### src/rtl/apb_master_bridge_if.sv
// Command/response stream plus APB requester bus for apb_master_bridge.
// master: the bridge's side. slave: the system and peripheral side.
interface apb_master_bridge_if #(
    parameter int unsigned ADDR_W = 32,
    parameter int unsigned DATA_W = 32
);
    logic              cmd_valid;
    logic              cmd_ready;
    logic              cmd_write;
    logic [ADDR_W-1:0] cmd_addr;
    logic [DATA_W-1:0] cmd_wdata;
    logic              rsp_valid;
    logic              rsp_ready;
    logic [DATA_W-1:0] rsp_rdata;
    logic              rsp_err;
    logic [ADDR_W-1:0] PADDR;
    logic [DATA_W-1:0] PWDATA;
    logic              PWRITE;
    logic [1:0]        PSEL;
    logic              PENABLE;
    logic [2:0]        PPROT;
    logic [DATA_W-1:0] PRDATA;
    logic              PREADY;
    logic              PSLVERR;

    modport master (
        input  cmd_valid, cmd_write, cmd_addr, cmd_wdata, rsp_ready,
        input  PRDATA, PREADY, PSLVERR,
        output cmd_ready, rsp_valid, rsp_rdata, rsp_err,
        output PADDR, PWDATA, PWRITE, PSEL, PENABLE, PPROT
    );

    modport slave (
        output cmd_valid, cmd_write, cmd_addr, cmd_wdata, rsp_ready,
        output PRDATA, PREADY, PSLVERR,
        input  cmd_ready, rsp_valid, rsp_rdata, rsp_err,
        input  PADDR, PWDATA, PWRITE, PSEL, PENABLE, PPROT
    );
endinterface

### src/rtl/apb_master_bridge.sv
// APB requester: turns a valid/ready command into one APB setup/access transfer to GPIO or UART,
// with a PREADY timeout, and returns the result on a response port held until consumed.
module apb_master_bridge #(
    parameter int unsigned ADDR_W  = 32,
    parameter int unsigned DATA_W  = 32,
    parameter int unsigned SEL_BIT = 8,
    parameter int unsigned TIMEOUT = 16,
    parameter logic [2:0]  PROT    = 3'b000
) (
    input logic                 PCLK,
    input logic                 PRESET,
    apb_master_bridge_if.master bus
);
    localparam int unsigned TimerW = $clog2(TIMEOUT + 1);

    typedef enum logic [1:0] {StIdle, StSetup, StAccess, StResp} state_e;

    state_e              state_q,     state_d;
    logic [ADDR_W-1:0]   paddr_q,     paddr_d;
    logic [DATA_W-1:0]   pwdata_q,    pwdata_d;
    logic                pwrite_q,    pwrite_d;
    logic [1:0]          psel_q,      psel_d;
    logic                penable_q,   penable_d;
    logic                cmd_ready_q, cmd_ready_d;
    logic                rsp_valid_q, rsp_valid_d;
    logic [DATA_W-1:0]   rsp_rdata_q, rsp_rdata_d;
    logic                rsp_err_q,   rsp_err_d;
    logic [TimerW-1:0]   timer_q,     timer_d;

    always_comb begin
        state_d     = state_q;
        paddr_d     = paddr_q;
        pwdata_d    = pwdata_q;
        pwrite_d    = pwrite_q;
        psel_d      = psel_q;
        penable_d   = penable_q;
        rsp_valid_d = rsp_valid_q;
        rsp_rdata_d = rsp_rdata_q;
        rsp_err_d   = rsp_err_q;
        timer_d     = timer_q;

        case (state_q)
            StIdle: begin
                if (bus.cmd_valid && cmd_ready_q) begin
                    paddr_d  = bus.cmd_addr;
                    pwdata_d = bus.cmd_wdata;
                    pwrite_d = bus.cmd_write;
                    psel_d   = bus.cmd_addr[SEL_BIT] ? 2'b10 : 2'b01;
                    timer_d  = '0;
                    state_d  = StSetup;
                end
            end
            StSetup: begin
                penable_d = 1'b1;
                state_d   = StAccess;
            end
            StAccess: begin
                timer_d = timer_q + TimerW'(1);
                // PREADY takes priority over a timeout landing on the same edge
                if (bus.PREADY) begin
                    psel_d      = 2'b00;
                    penable_d   = 1'b0;
                    rsp_valid_d = 1'b1;
                    rsp_err_d   = bus.PSLVERR;
                    rsp_rdata_d = (pwrite_q || bus.PSLVERR) ? '0 : bus.PRDATA;
                    state_d     = StResp;
                end else if (timer_d == TimerW'(TIMEOUT)) begin
                    psel_d      = 2'b00;
                    penable_d   = 1'b0;
                    rsp_valid_d = 1'b1;
                    rsp_err_d   = 1'b1;
                    rsp_rdata_d = '0;
                    state_d     = StResp;
                end
            end
            StResp: begin
                if (bus.rsp_ready) begin
                    rsp_valid_d = 1'b0;
                    timer_d     = '0;
                    state_d     = StIdle;
                end
            end
            default: state_d = StIdle;
        endcase

        cmd_ready_d = (state_d == StIdle);
    end

    always_ff @(posedge PCLK) begin
        if (PRESET) begin
            state_q     <= StIdle;
            paddr_q     <= '0;
            pwdata_q    <= '0;
            pwrite_q    <= 1'b0;
            psel_q      <= 2'b00;
            penable_q   <= 1'b0;
            cmd_ready_q <= 1'b0;
            rsp_valid_q <= 1'b0;
            rsp_rdata_q <= '0;
            rsp_err_q   <= 1'b0;
            timer_q     <= '0;
        end else begin
            state_q     <= state_d;
            paddr_q     <= paddr_d;
            pwdata_q    <= pwdata_d;
            pwrite_q    <= pwrite_d;
            psel_q      <= psel_d;
            penable_q   <= penable_d;
            cmd_ready_q <= cmd_ready_d;
            rsp_valid_q <= rsp_valid_d;
            rsp_rdata_q <= rsp_rdata_d;
            rsp_err_q   <= rsp_err_d;
            timer_q     <= timer_d;
        end
    end

    assign bus.cmd_ready = cmd_ready_q;
    assign bus.rsp_valid = rsp_valid_q;
    assign bus.rsp_rdata = rsp_rdata_q;
    assign bus.rsp_err   = rsp_err_q;
    assign bus.PADDR     = paddr_q;
    assign bus.PWDATA    = pwdata_q;
    assign bus.PWRITE    = pwrite_q;
    assign bus.PSEL      = psel_q;
    assign bus.PENABLE   = penable_q;
    assign bus.PPROT     = PROT;
endmodule

### src/flat_wrapper.sv
// flat-port wrapper written by rule: the top's interface ports become plain ports
module apb_master_bridge_flat 
#(
    parameter int unsigned ADDR_W  = 32,
    parameter int unsigned DATA_W  = 32,
    parameter int unsigned SEL_BIT = 8,
    parameter int unsigned TIMEOUT = 16,
    parameter logic [2:0]  PROT    = 3'b000
)
  (PCLK, PRESET, bus_cmd_valid, bus_cmd_write, bus_cmd_addr, bus_cmd_wdata, bus_rsp_ready, bus_PRDATA, bus_PREADY, bus_PSLVERR, bus_cmd_ready, bus_rsp_valid, bus_rsp_rdata, bus_rsp_err, bus_PADDR, bus_PWDATA, bus_PWRITE, bus_PSEL, bus_PENABLE, bus_PPROT);
  apb_master_bridge_if #(.ADDR_W(ADDR_W), .DATA_W(DATA_W)) bus_i ();
  input logic PCLK;
  input logic PRESET;
  input wire logic [$bits(bus_i.cmd_valid)-1:0] bus_cmd_valid;
  input wire logic [$bits(bus_i.cmd_write)-1:0] bus_cmd_write;
  input wire logic [$bits(bus_i.cmd_addr)-1:0] bus_cmd_addr;
  input wire logic [$bits(bus_i.cmd_wdata)-1:0] bus_cmd_wdata;
  input wire logic [$bits(bus_i.rsp_ready)-1:0] bus_rsp_ready;
  input wire logic [$bits(bus_i.PRDATA)-1:0] bus_PRDATA;
  input wire logic [$bits(bus_i.PREADY)-1:0] bus_PREADY;
  input wire logic [$bits(bus_i.PSLVERR)-1:0] bus_PSLVERR;
  output wire logic [$bits(bus_i.cmd_ready)-1:0] bus_cmd_ready;
  output wire logic [$bits(bus_i.rsp_valid)-1:0] bus_rsp_valid;
  output wire logic [$bits(bus_i.rsp_rdata)-1:0] bus_rsp_rdata;
  output wire logic [$bits(bus_i.rsp_err)-1:0] bus_rsp_err;
  output wire logic [$bits(bus_i.PADDR)-1:0] bus_PADDR;
  output wire logic [$bits(bus_i.PWDATA)-1:0] bus_PWDATA;
  output wire logic [$bits(bus_i.PWRITE)-1:0] bus_PWRITE;
  output wire logic [$bits(bus_i.PSEL)-1:0] bus_PSEL;
  output wire logic [$bits(bus_i.PENABLE)-1:0] bus_PENABLE;
  output wire logic [$bits(bus_i.PPROT)-1:0] bus_PPROT;
  assign bus_i.cmd_valid = bus_cmd_valid;
  assign bus_i.cmd_write = bus_cmd_write;
  assign bus_i.cmd_addr = bus_cmd_addr;
  assign bus_i.cmd_wdata = bus_cmd_wdata;
  assign bus_i.rsp_ready = bus_rsp_ready;
  assign bus_i.PRDATA = bus_PRDATA;
  assign bus_i.PREADY = bus_PREADY;
  assign bus_i.PSLVERR = bus_PSLVERR;
  assign bus_cmd_ready = bus_i.cmd_ready;
  assign bus_rsp_valid = bus_i.rsp_valid;
  assign bus_rsp_rdata = bus_i.rsp_rdata;
  assign bus_rsp_err = bus_i.rsp_err;
  assign bus_PADDR = bus_i.PADDR;
  assign bus_PWDATA = bus_i.PWDATA;
  assign bus_PWRITE = bus_i.PWRITE;
  assign bus_PSEL = bus_i.PSEL;
  assign bus_PENABLE = bus_i.PENABLE;
  assign bus_PPROT = bus_i.PPROT;
  apb_master_bridge #(.ADDR_W(ADDR_W), .DATA_W(DATA_W), .SEL_BIT(SEL_BIT), .TIMEOUT(TIMEOUT), .PROT(PROT)) u_core (.PCLK(PCLK), .PRESET(PRESET), .bus(bus_i));
endmodule
### config.mk
export PLATFORM = sky130hd
export DESIGN_NAME = apb_master_bridge_flat
export DESIGN_NICKNAME = d
export VERILOG_FILES = /design/src/rtl/apb_master_bridge_if.sv /design/src/rtl/apb_master_bridge.sv /design/src/flat_wrapper.sv
export SDC_FILE = /design/constraint.sdc
export NUM_CORES = 1
export LEC_CHECK = 0
export CORE_MARGIN = 2
export CORE_UTILIZATION = 40
export CTS_BUF_LIST = sky130_fd_sc_hd__clkbuf_16
export CTS_CLUSTER_DIAMETER = 200
export CTS_CLUSTER_SIZE = 8
export DETAILED_ROUTE_END_ITERATION = 7
export GPL_TIMING_DRIVEN = 0
export HOLD_SLACK_MARGIN = 0.06
export PLACE_DENSITY = 0.8
export SLEW_MARGIN = 30
export SYNTH_ARGS = -nofsm -noshare
export SYNTH_HDL_FRONTEND = slang
export SYNTH_SLANG_ARGS = --single-unit
### constraint.sdc
create_clock -name PCLK -period 2 [get_ports PCLK]
set_input_delay 0.4 -clock PCLK [delete_from_list [all_inputs] [get_ports PCLK]]
set_output_delay 0.4 -clock PCLK [all_outputs]
set_load 0.02 [all_outputs]
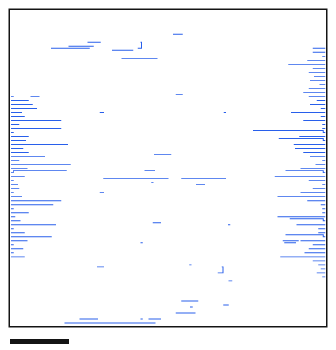
Run 1: metal 3
Scale bar: 20 um.
longest straight run: 30.6 um
nets with wire on the layer: 121
wire length on this layer: 815 um
final wirelength: 12200 um
M3 GR Usage: 4.68%
via count: 4217

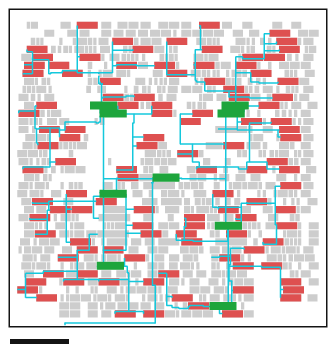
Run 1: clock network drawn from the DEF
Scale bar: 20 um.
legend:
  red:
    item: flip-flops
    count: 110
  cyan:
    item: clock wires
    length: 1250 um
  green:
    item: clock drivers
    count: 9
flops lie: spread over the die
worst clock skew: 0.00646 ns
clk_lat worst skew: 0.34 ns
clock share of power: 32.7%
Clk. pwr: 0.00214 W

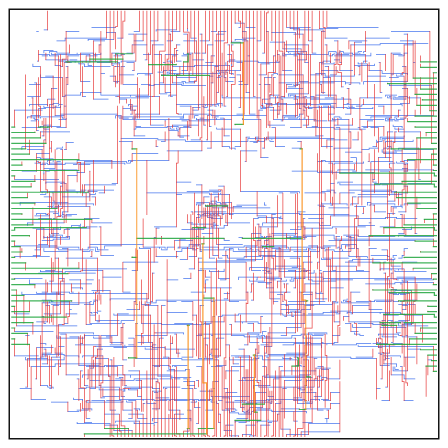
Run 1: signal wires by layer
legend:
  orange:
    layer: metal 4
    wire_length: 260 um
  green:
    layer: metal 3
    wire_length: 815 um
  red:
    layer: metal 2
    wire_length: 6260 um
  blue:
    layer: metal 1
    wire_length: 4900 um
All-Layer GR Usage: 20.9%
WL/cell: 14.2 um

==> metrics.cfg, run 1 <==
[power]
power.group.top = registers
pwr-share-seq_pct = 38.7
seq_cell_power_w = 0.00253
p_leak_nw = 2.58
p_sw_w = 0.00191

[worst_hold_path]
hold_path_depth = 2
hold_class = reg2reg
holdCritStartpoint = u_core.bus.PADDR[8]$_SDFFE_PP0P_

[route]
met2_length_um = 6260
ant_nets = 0
via_per_inst = 4.89
first_pass_iters = 4

[global_route]
antenna_found_initial = 0
grt_use_met2_pct = 37.6
met1_usage_pct = 23.9

[finish]
buffers = 245
num-multi-input-gates = 349
inverters = 7
dominant_cells = non-clock buffers
stdcell_area_mm2 = 0.00688
num-nets-final = 829
final_cells = 863
seq-cell-share_pct = 32.0
fillCellCount = 865

[yosys]
syn-cell-area_mm2 = 0.00426
ys_cells = 504
ys_area_mm2 = 0.00426
yosysMostFrequentCell = nand2_1
top_cell_area_share_pct = 51.7
enable_flop_cells = 0
synth_cells = 504
synthAoiAreaFrac_pct = 14.2

[clocking]
clkTransAtPathRegs_ns = 0.07
cts_hold_buffers = 0
numCtsBuffers = 9
postCtsSetupRepairBufs = 0

[worst_setup_path]
critPathBufInv = 2
worstSetupEndpoint = u_core.state_q[0]$_SDFF_PP0_
cp_max_fo = 10

[placed_design]
dpl-instance-area_mm2 = 0.00649

[final_timing]
max_slew_margin_pct = 63.4
whs_ns = 0.453

[floorplan]
nWellTaps = 136

[run_status]
outcome = complete, no violations

==> inputs of run 2 (changes only) <==
--- a/config.mk
+++ b/config.mk
@@ -11,6 +11,7 @@
 export CTS_CLUSTER_DIAMETER = 200
 export CTS_CLUSTER_SIZE = 8
 export DETAILED_ROUTE_END_ITERATION = 7
+export GPL_ROUTABILITY_DRIVEN = 0
 export GPL_TIMING_DRIVEN = 0
 export HOLD_SLACK_MARGIN = 0.06
 export PLACE_DENSITY = 0.8
==> metrics.cfg, run 2 <==
[run_status]
outcome = complete, no violations

[yosys]
ys_cells = 504
synth_cells = 504
yosysMostFrequentCell = nand2_1
synthAoiAreaFrac_pct = 14.2

[finish]
fillCellCount = 865
num-nets-final = 829
buffers = 245
num-multi-input-gates = 349
dominant_cells = non-clock buffers
final_cells = 863

[worst_hold_path]
hold_class = reg2reg
hold_path_depth = 2

[route]
via_per_inst = 4.89
first_pass_iters = 4

[power]
p_leak_nw = 2.58
seq_cell_power_w = 0.00253
p_sw_w = 0.00191

[worst_setup_path]
critPathBufInv = 2
worstSetupEndpoint = u_core.state_q[0]$_SDFF_PP0_

[global_route]
use_met3_pct = 4.68
globalRouteTotalUtil_pct = 20.9

[clocking]
clk_latency_ns = 0.34
numCtsBuffers = 9
clkTransAtPathRegs_ns = 0.07
cts_hold_buffers = 0

[final_timing]
skew_ns = 0.00646

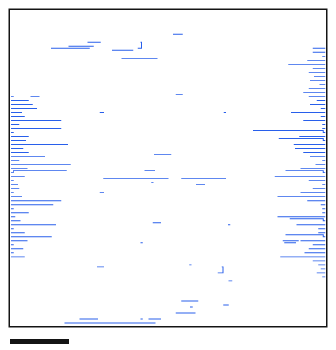
Run 2: metal 3
Scale bar: 20 um.
nets with wire on the layer: 121
share of all routed wire: 6.7%

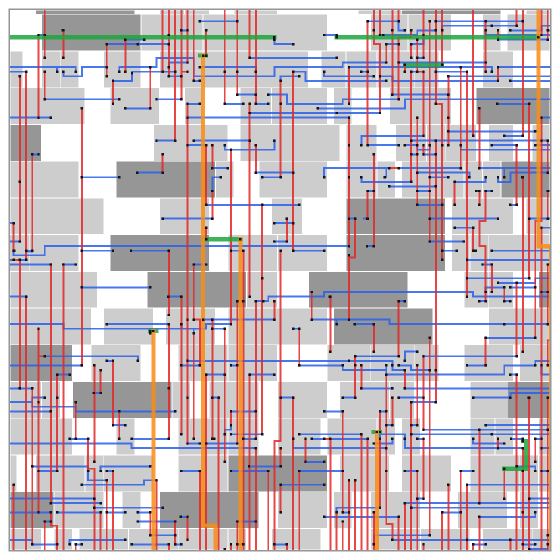
Run 2: zoomed window
Region (34, 12) to (74, 52) um. Cells in gray, sequential cells in the stronger gray; small squares are vias.
legend:
  orange:
    layer: metal 4
  red:
    layer: metal 2
  green:
    layer: metal 3
  blue:
    layer: metal 1
sequential cells in the window: 13
netlist names of flops here include: `u_core.bus.rsp_rdata` (8), `u_core.state_q` (2)
most frequent: clkdlybuf4s50_1 (28), nand2_1 (16), dfxtp_1 (13)
cells with their middle in the window: 122

Power is estimated from default activity; no workload was simulated.
